File: src/rtl/fwd_scoreboard_unit_if.sv
// Bundle of EX-stage hazard inputs and forwarding/stall outputs for fwd_scoreboard_unit.
// The slave modport is the unit itself; the master modport is the pipeline driving it.
interface fwd_scoreboard_unit_if #(
    parameter int REG_AW     = 5,
    parameter int NUM_SRC    = 2,
    parameter int PEND_DEPTH = 4,
    parameter int CNT_W      = 16
);
    localparam int PCW = $clog2(PEND_DEPTH + 1);

    logic                      ex_valid_i;
    logic [NUM_SRC*REG_AW-1:0] rs_i;
    logic [REG_AW-1:0]         mem_rd_i;
    logic                      mem_regwrite_i;
    logic                      mem_is_load_i;
    logic [REG_AW-1:0]         wb_rd_i;
    logic                      wb_regwrite_i;
    logic                      lop_issue_i;
    logic [REG_AW-1:0]         lop_rd_i;
    logic                      lop_done_i;
    logic [REG_AW-1:0]         lop_done_rd_i;
    logic [NUM_SRC*2-1:0]      fwd_sel_o;
    logic                      stall_o;
    logic [PCW-1:0]            pend_cnt_o;
    logic                      pend_full_o;
    logic [CNT_W-1:0]          stall_cnt_o;
    logic                      err_o;

    modport slave (
        input  ex_valid_i, rs_i, mem_rd_i, mem_regwrite_i, mem_is_load_i,
        input  wb_rd_i, wb_regwrite_i, lop_issue_i, lop_rd_i, lop_done_i, lop_done_rd_i,
        output fwd_sel_o, stall_o, pend_cnt_o, pend_full_o, stall_cnt_o, err_o
    );

    modport master (
        output ex_valid_i, rs_i, mem_rd_i, mem_regwrite_i, mem_is_load_i,
        output wb_rd_i, wb_regwrite_i, lop_issue_i, lop_rd_i, lop_done_i, lop_done_rd_i,
        input  fwd_sel_o, stall_o, pend_cnt_o, pend_full_o, stall_cnt_o, err_o
    );
endinterface

File: src/rtl/fwd_scoreboard_unit.sv
// EX-stage operand forwarding, load-use stall and busy-bit scoreboard for long-latency writers.
// The interface instance must be built with the same parameter values as this module.
module fwd_scoreboard_unit #(
    parameter int REG_AW     = 5,
    parameter int NUM_SRC    = 2,
    parameter int PEND_DEPTH = 4,
    parameter int CNT_W      = 16
) (
    input  logic                  clk_i,
    input  logic                  rst_i,
    fwd_scoreboard_unit_if.slave  bus
);
    localparam int NREG = 2 ** REG_AW;
    localparam int PCW  = $clog2(PEND_DEPTH + 1);

    logic [NREG-1:0]      r_busy;
    logic [PCW-1:0]       r_pend_cnt;
    logic [CNT_W-1:0]     r_stall_cnt;
    logic                 r_err;

    logic [NREG-1:0]      w_busy_nxt;
    logic [NUM_SRC*2-1:0] w_fwd_sel;
    logic [NUM_SRC-1:0]   w_hit;
    logic                 w_full;
    logic                 w_dv;
    logic                 w_stall;
    logic                 w_acc;
    logic                 w_waw;
    logic                 w_inc;

    assign w_full = (r_pend_cnt == PCW'(PEND_DEPTH));
    assign w_dv   = bus.lop_done_i && (bus.lop_done_rd_i != '0) && r_busy[bus.lop_done_rd_i];

    always_comb begin
        w_fwd_sel = '0;
        w_hit     = '0;
        for (int k = 0; k < NUM_SRC; k++) begin
            if (bus.mem_regwrite_i && (bus.mem_rd_i != '0) &&
                (bus.mem_rd_i == bus.rs_i[k*REG_AW +: REG_AW]))
                w_fwd_sel[k*2 +: 2] = 2'b10;
            else if (bus.wb_regwrite_i && (bus.wb_rd_i != '0) &&
                     (bus.wb_rd_i == bus.rs_i[k*REG_AW +: REG_AW]))
                w_fwd_sel[k*2 +: 2] = 2'b01;
            // A completing op is forwarded from WB, so its busy bit no longer blocks.
            w_hit[k] = (bus.rs_i[k*REG_AW +: REG_AW] != '0) &&
                       ((r_busy[bus.rs_i[k*REG_AW +: REG_AW]] &&
                         !(bus.lop_done_i && (bus.lop_done_rd_i == bus.rs_i[k*REG_AW +: REG_AW]))) ||
                        (bus.mem_regwrite_i && bus.mem_is_load_i &&
                         (bus.mem_rd_i == bus.rs_i[k*REG_AW +: REG_AW])));
        end
    end

    // A completion in the same cycle frees a slot, so a full table does not block that issue.
    assign w_stall = bus.ex_valid_i && ((|w_hit) || (bus.lop_issue_i && w_full && !w_dv));
    assign w_acc   = bus.lop_issue_i && bus.ex_valid_i && !w_stall && (bus.lop_rd_i != '0);
    assign w_waw   = r_busy[bus.lop_rd_i] && !(w_dv && (bus.lop_done_rd_i == bus.lop_rd_i));
    assign w_inc   = w_acc && !w_waw;

    always_comb begin
        w_busy_nxt = r_busy;
        if (w_dv)
            w_busy_nxt[bus.lop_done_rd_i] = 1'b0;
        if (w_acc)
            w_busy_nxt[bus.lop_rd_i] = 1'b1;
    end

    always_ff @(posedge clk_i or negedge rst_i) begin
        if (!rst_i) begin
            r_busy      <= '0;
            r_pend_cnt  <= '0;
            r_stall_cnt <= '0;
            r_err       <= 1'b0;
        end else begin
            r_busy <= w_busy_nxt;
            if (w_inc && !w_dv)
                r_pend_cnt <= r_pend_cnt + PCW'(1);
            else if (w_dv && !w_inc)
                r_pend_cnt <= r_pend_cnt - PCW'(1);
            if (w_stall && (r_stall_cnt != '1))
                r_stall_cnt <= r_stall_cnt + CNT_W'(1);
            if ((bus.lop_done_i && !w_dv) || (w_acc && w_waw))
                r_err <= 1'b1;
        end
    end

    assign bus.fwd_sel_o   = w_fwd_sel;
    assign bus.stall_o     = w_stall;
    assign bus.pend_cnt_o  = r_pend_cnt;
    assign bus.pend_full_o = w_full;
    assign bus.stall_cnt_o = r_stall_cnt;
    assign bus.err_o       = r_err;
endmodule

File: src/flat_wrapper.sv
// flat-port wrapper written by rule: the top's interface ports become plain ports
module fwd_scoreboard_unit_flat 
#(
    parameter int REG_AW     = 5,
    parameter int NUM_SRC    = 2,
    parameter int PEND_DEPTH = 4,
    parameter int CNT_W      = 16
)
  (clk_i, rst_i, bus_ex_valid_i, bus_rs_i, bus_mem_rd_i, bus_mem_regwrite_i, bus_mem_is_load_i, bus_wb_rd_i, bus_wb_regwrite_i, bus_lop_issue_i, bus_lop_rd_i, bus_lop_done_i, bus_lop_done_rd_i, bus_fwd_sel_o, bus_stall_o, bus_pend_cnt_o, bus_pend_full_o, bus_stall_cnt_o, bus_err_o);
  fwd_scoreboard_unit_if #(.REG_AW(REG_AW), .NUM_SRC(NUM_SRC), .PEND_DEPTH(PEND_DEPTH), .CNT_W(CNT_W)) bus_i ();
  input  logic clk_i;
  input  logic rst_i;
  input wire logic [$bits(bus_i.ex_valid_i)-1:0] bus_ex_valid_i;
  input wire logic [$bits(bus_i.rs_i)-1:0] bus_rs_i;
  input wire logic [$bits(bus_i.mem_rd_i)-1:0] bus_mem_rd_i;
  input wire logic [$bits(bus_i.mem_regwrite_i)-1:0] bus_mem_regwrite_i;
  input wire logic [$bits(bus_i.mem_is_load_i)-1:0] bus_mem_is_load_i;
  input wire logic [$bits(bus_i.wb_rd_i)-1:0] bus_wb_rd_i;
  input wire logic [$bits(bus_i.wb_regwrite_i)-1:0] bus_wb_regwrite_i;
  input wire logic [$bits(bus_i.lop_issue_i)-1:0] bus_lop_issue_i;
  input wire logic [$bits(bus_i.lop_rd_i)-1:0] bus_lop_rd_i;
  input wire logic [$bits(bus_i.lop_done_i)-1:0] bus_lop_done_i;
  input wire logic [$bits(bus_i.lop_done_rd_i)-1:0] bus_lop_done_rd_i;
  output wire logic [$bits(bus_i.fwd_sel_o)-1:0] bus_fwd_sel_o;
  output wire logic [$bits(bus_i.stall_o)-1:0] bus_stall_o;
  output wire logic [$bits(bus_i.pend_cnt_o)-1:0] bus_pend_cnt_o;
  output wire logic [$bits(bus_i.pend_full_o)-1:0] bus_pend_full_o;
  output wire logic [$bits(bus_i.stall_cnt_o)-1:0] bus_stall_cnt_o;
  output wire logic [$bits(bus_i.err_o)-1:0] bus_err_o;
  assign bus_i.ex_valid_i = bus_ex_valid_i;
  assign bus_i.rs_i = bus_rs_i;
  assign bus_i.mem_rd_i = bus_mem_rd_i;
  assign bus_i.mem_regwrite_i = bus_mem_regwrite_i;
  assign bus_i.mem_is_load_i = bus_mem_is_load_i;
  assign bus_i.wb_rd_i = bus_wb_rd_i;
  assign bus_i.wb_regwrite_i = bus_wb_regwrite_i;
  assign bus_i.lop_issue_i = bus_lop_issue_i;
  assign bus_i.lop_rd_i = bus_lop_rd_i;
  assign bus_i.lop_done_i = bus_lop_done_i;
  assign bus_i.lop_done_rd_i = bus_lop_done_rd_i;
  assign bus_fwd_sel_o = bus_i.fwd_sel_o;
  assign bus_stall_o = bus_i.stall_o;
  assign bus_pend_cnt_o = bus_i.pend_cnt_o;
  assign bus_pend_full_o = bus_i.pend_full_o;
  assign bus_stall_cnt_o = bus_i.stall_cnt_o;
  assign bus_err_o = bus_i.err_o;
  fwd_scoreboard_unit #(.REG_AW(REG_AW), .NUM_SRC(NUM_SRC), .PEND_DEPTH(PEND_DEPTH), .CNT_W(CNT_W)) u_core (.clk_i(clk_i), .rst_i(rst_i), .bus(bus_i));
endmodule
File: config.mk
export PLATFORM = sky130hd
export DESIGN_NAME = fwd_scoreboard_unit_flat
export DESIGN_NICKNAME = d
export VERILOG_FILES = /design/src/rtl/fwd_scoreboard_unit_if.sv /design/src/rtl/fwd_scoreboard_unit.sv /design/src/flat_wrapper.sv
export SDC_FILE = /design/constraint.sdc
export NUM_CORES = 1
export LEC_CHECK = 0
export CAP_MARGIN = 25
export CORE_MARGIN = 5
export CORE_UTILIZATION = 50
export DETAILED_ROUTE_END_ITERATION = 8
export PLACE_DENSITY = 0.81
export SETUP_SLACK_MARGIN = 0.3
export SYNTH_ARGS = -nofsm -noshare
export SYNTH_HDL_FRONTEND = slang
export SYNTH_SLANG_ARGS = --single-unit
File: constraint.sdc
create_clock -name clk_i -period 6.5 [get_ports clk_i]
set_clock_uncertainty 0.1 [all_clocks]
set_input_delay 1.3 -clock clk_i [delete_from_list [all_inputs] [get_ports clk_i]]
set_output_delay 1.3 -clock clk_i [all_outputs]
set_load 0.1 [all_outputs]
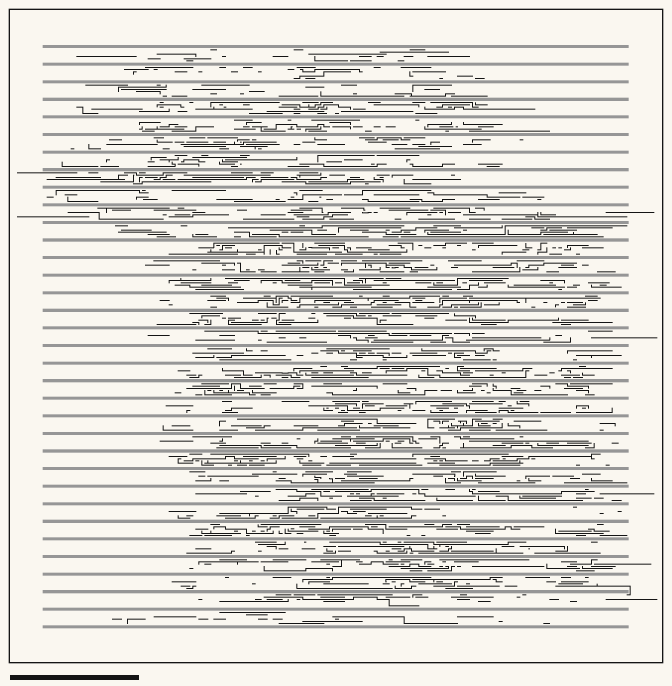
(images/layer_met1.png)
Bar = 20 µm. Supply wires on this layer in gray.
main direction = horizontal
share of all routed wire = 41%
nets with wire on the layer = 464
wire length on this layer = 4,760 µm
via count: 3,731
GRT met1 Usage: 0.316
Routed WL: 11.7 mm

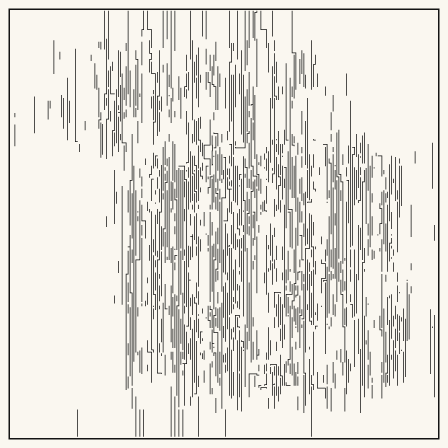
(images/layer_met2.png)
nets with wire on the layer = 430
longest straight run = 46.1 µm
wire length on this layer = 5,460 µm
share of all routed wire = 47%
met2 Track Usage GR: 0.375

==> results.yml <==
# generated from flow reports
synthesis:
  numSynthFlops: 52
  yosysCellCount: 426
  yosysWarnings: 0
  syn_avg_cell_area_um2: 9.69
  synth-edff-count: 0
  yosys_area_um2: 4130
  synthArstFlopShare: 1.00
  synth-main-ff-cell: "dfrtp_1"
  syn_area_um2: 4130
  synth_cells: 426
  syn-num-nets: 467
  yosysUniqueCellTypes: 56
  ys_seq_frac: 0.315
global_routing:
  grt_pass1_wl_mm: 19.1
  overflow: 0
  grt_max_degree: 53
  first_global_vias: 3726
  antenna_found_initial: 0
  track_usage: 0.235
critical_path:
  start_kind: "primary input"
  critPathKind: "primary input to output pin"
  end_kind: "output pin"
  worstRegToRegCells: 14
  worstPathCellList: "clkdlybuf4s50_1 -> mux4_1 -> mux2_2 -> a21oi_2 -> nand2_1 -> a31oi_2 -> o211ai_2 -> buf_4 -> and2_1 -> buf_12"
  slowest_stage: "clkdlybuf4s50_1"
  critPathArrivalTime_ns: 4.23
  cpPeakStageDelay_ns: 0.87
  worst-path-max-fanout: 22
  cp_data_required_time_ns: 5.10
cells_and_area:
  final_common_cell: "clkdlybuf4s50_1"
  nets: 503
  antenna_cells: 0
  lay_top_cells: "clkdlybuf4s50_1 (57), o21ai_0 (54), dfrtp_1 (52)"
  fin_util: 0.595
  instances_no_fill: 568
  drive_above_1_share: 0.127
  final_cell_area_um2: 4840
  area_delta_synth_final_pct: 17.3
floorplan:
  core_area_um2: 8130
  rows: 33
  chip_area_um2: 10200
  ioPinCount: 64
  fp.dieH_um: 101
  fp_util: 0.507
  die_width_um: 101
job:
  warning_count: 27
  maxCapViolations: 0
clocking:
  numCtsBuffers: 5
  ctsHoldBuffers: 0
  clock-sinks: 52
  insertion_delay_ns: 0.32
  cts_buffer_depth: 2
  cts_root_buffer: "clkbuf_8"
  cts_resized: 0
  cts_setup_buffers: 0
  path_clk_slew_ns: 0.10
  cts_tree: "built"
  htree_levels: 2
placed_design:
  place_area_um2: 4750
  dpl.hpwl_mm: 8.46
  port_buffers: 63
  place_worst_setup_slack_ns: 0.871
  routabilityCongestion: 0.966
  dp.cells: 560
detailed_routing:
  drtAntennaViolNets: 0
  drt_iter0_drc: 377
  firstDrtPassIters: 5
  viasPerCell: 6.57
  drc_errors: 0
  wl_per_cell_um: 20.6
timing:
  fin_ws_ns: 0.866
  rsz0062_at_grt: "false"
  timing.hold.ws_ns: 0.392
  finalMaxSlewViolations: 0
  period_used_share: 0.867
  fin_tns_setup_ns: 0
  setup-violations-final: 0
  finalHoldViolCount: 0
  worst_slew_pin_slew_ns: 0.989
  period_needed_ns: 5.63
  fmax_ghz: 0.177
  max-slew-margin-rel: 0.339
power:
  leakage_nw: 1.90
  p_per_area_nw_per_um2: 264
  total_power_mw: 1.28
  vdd_drop_max_mv: 0.278
worst_hold_path:
  worstHoldPathCells: 2
  min_path_type: "flip-flop to flip-flop"
status:
  status: "completed"
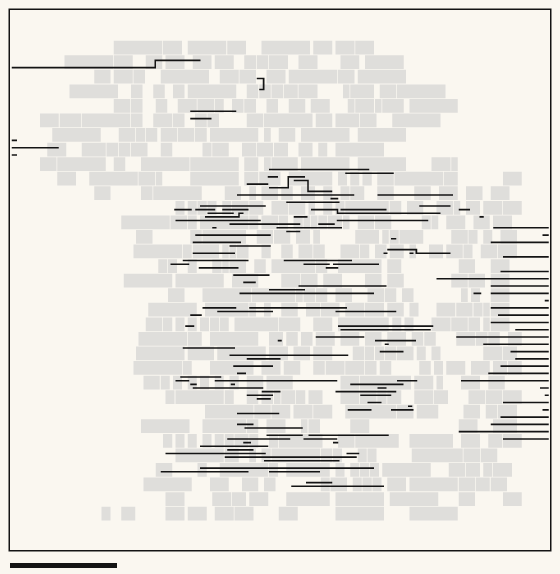
(images/layer_met3.png)
Bar = 20 µm.
share of all routed wire = 10%
longest straight run = 32.2 µm
nets with wire on the layer = 100
main direction = horizontal
met3 Use GR: 0.0443

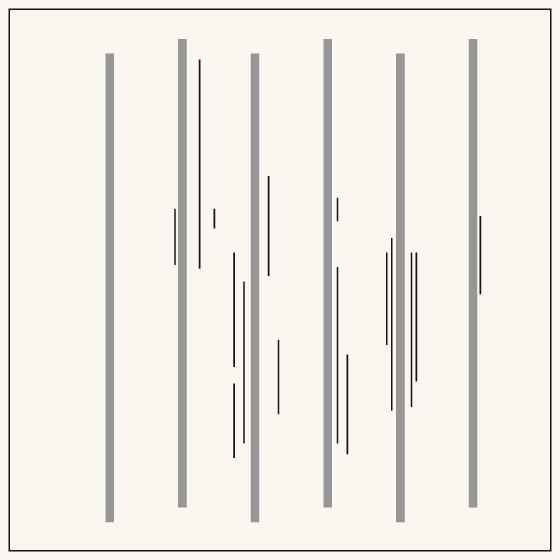
(images/layer_met4.png)
Supply wires on this layer in gray.
nets with wire on the layer = 15
main direction = vertical
longest straight run = 38.8 µm
wire length on this layer = 320 µm

-- final cells by class --
type / count / area (µm²)
Inverter: 7 / 26.3
Fill cell: 680 / 3290
Sequential cell: 52 / 1300
Clock buffer: 5 / 68.8
Timing Repair Buffer: 67 / 656
Clock inverter: 3 / 26.3
Multi-Input combinational cell: 329 / 2630
Tap cell: 105 / 131
-- final timing paths --
kind                                         from                        end  slack, ns
worst max-delay path                  bus_rs_i[5]                bus_stall_o       0.87
worst min-delay path             u_core.bus.err_o           u_core.bus.err_o       0.39
worst max register to register  u_core.r_busy[22]   u_core.bus.pend_cnt_o[2]       2.77
worst min register to register   u_core.bus.err_o           u_core.bus.err_o       0.39
max in group asynchronous                   rst_i  u_core.bus.stall_cnt_o[9]       4.88
min in group asynchronous                   rst_i          u_core.r_busy[26]       0.99
-- critical path, delay by kind of cell --
family                 cells  cell delay, ns
AND-OR/OR-AND              3            0.45
AND/OR/NAND/NOR            2            0.30
buffers and inverters      3            1.26
multiplexers               2            0.93
-- cell usage after synthesis (4+ instances only) --
cell type / number / area [µm²]
xor2_1: 31 / 272
buf_1: 4 / 15.0
inv_1: 7 / 26.3
nor4b_1: 4 / 35.0
a21oi_1: 5 / 25.0
nor4_1: 7 / 43.8
nand3_1: 15 / 75.1
mux2i_1: 27 / 270
nor3_1: 8 / 40.0
buf_2: 10 / 50.1
nand2_1: 16 / 60.1
or3_1: 4 / 25.0
o22ai_1: 4 / 25.0
mux4_1: 4 / 105
nand3b_1: 12 / 90.1
nor2_1: 9 / 33.8
and3_1: 12 / 75.1
xnor2_1: 22 / 193
o21ai_0: 54 / 270
mux4_2: 15 / 338
nor2b_1: 5 / 31.3
nor3b_1: 4 / 30.0
nand4_1: 14 / 87.6
clkbuf_1: 19 / 71.3
o21ai_2: 8 / 70.1
or4_1: 7 / 52.6
dfrtp_1: 52 / 1300
-- registers in the layout, indices dropped and copies added, names as in the netlist --
signal,count
u_core.r_busy,32
u_core.bus.stall_cnt_o,16
u_core.bus.pend_cnt_o,3
u_core.bus.err_o,1
-- per-layer routing --
layer	share of wire	GRT usage
met5	0	0
met1	0.41	0.316
met3	0.10	0.0443
met4	0.027	0.0943
met2	0.47	0.375
-- cells by family after synthesis --
group	after synthesis	synth area share
XOR/XNOR	53	0.112
AND-OR/OR-AND	92	0.138
AND/OR/NAND/NOR	132	0.192
adder cells (fa/ha/maj)	3	0.0109
multiplexers	49	0.181
buffers and inverters	45	0.0506
flip-flops	52	0.315
-- where the power goes --
group          leakage [nW]  internal [mW]  switching [mW]
Sequential            0.686          0.385          0.0889
Clock                0.0423         0.0785           0.117
Combinational          1.17          0.209           0.399
Total                  1.90          0.673           0.605
No activity file was given, so power comes from the tool's default toggle rates.
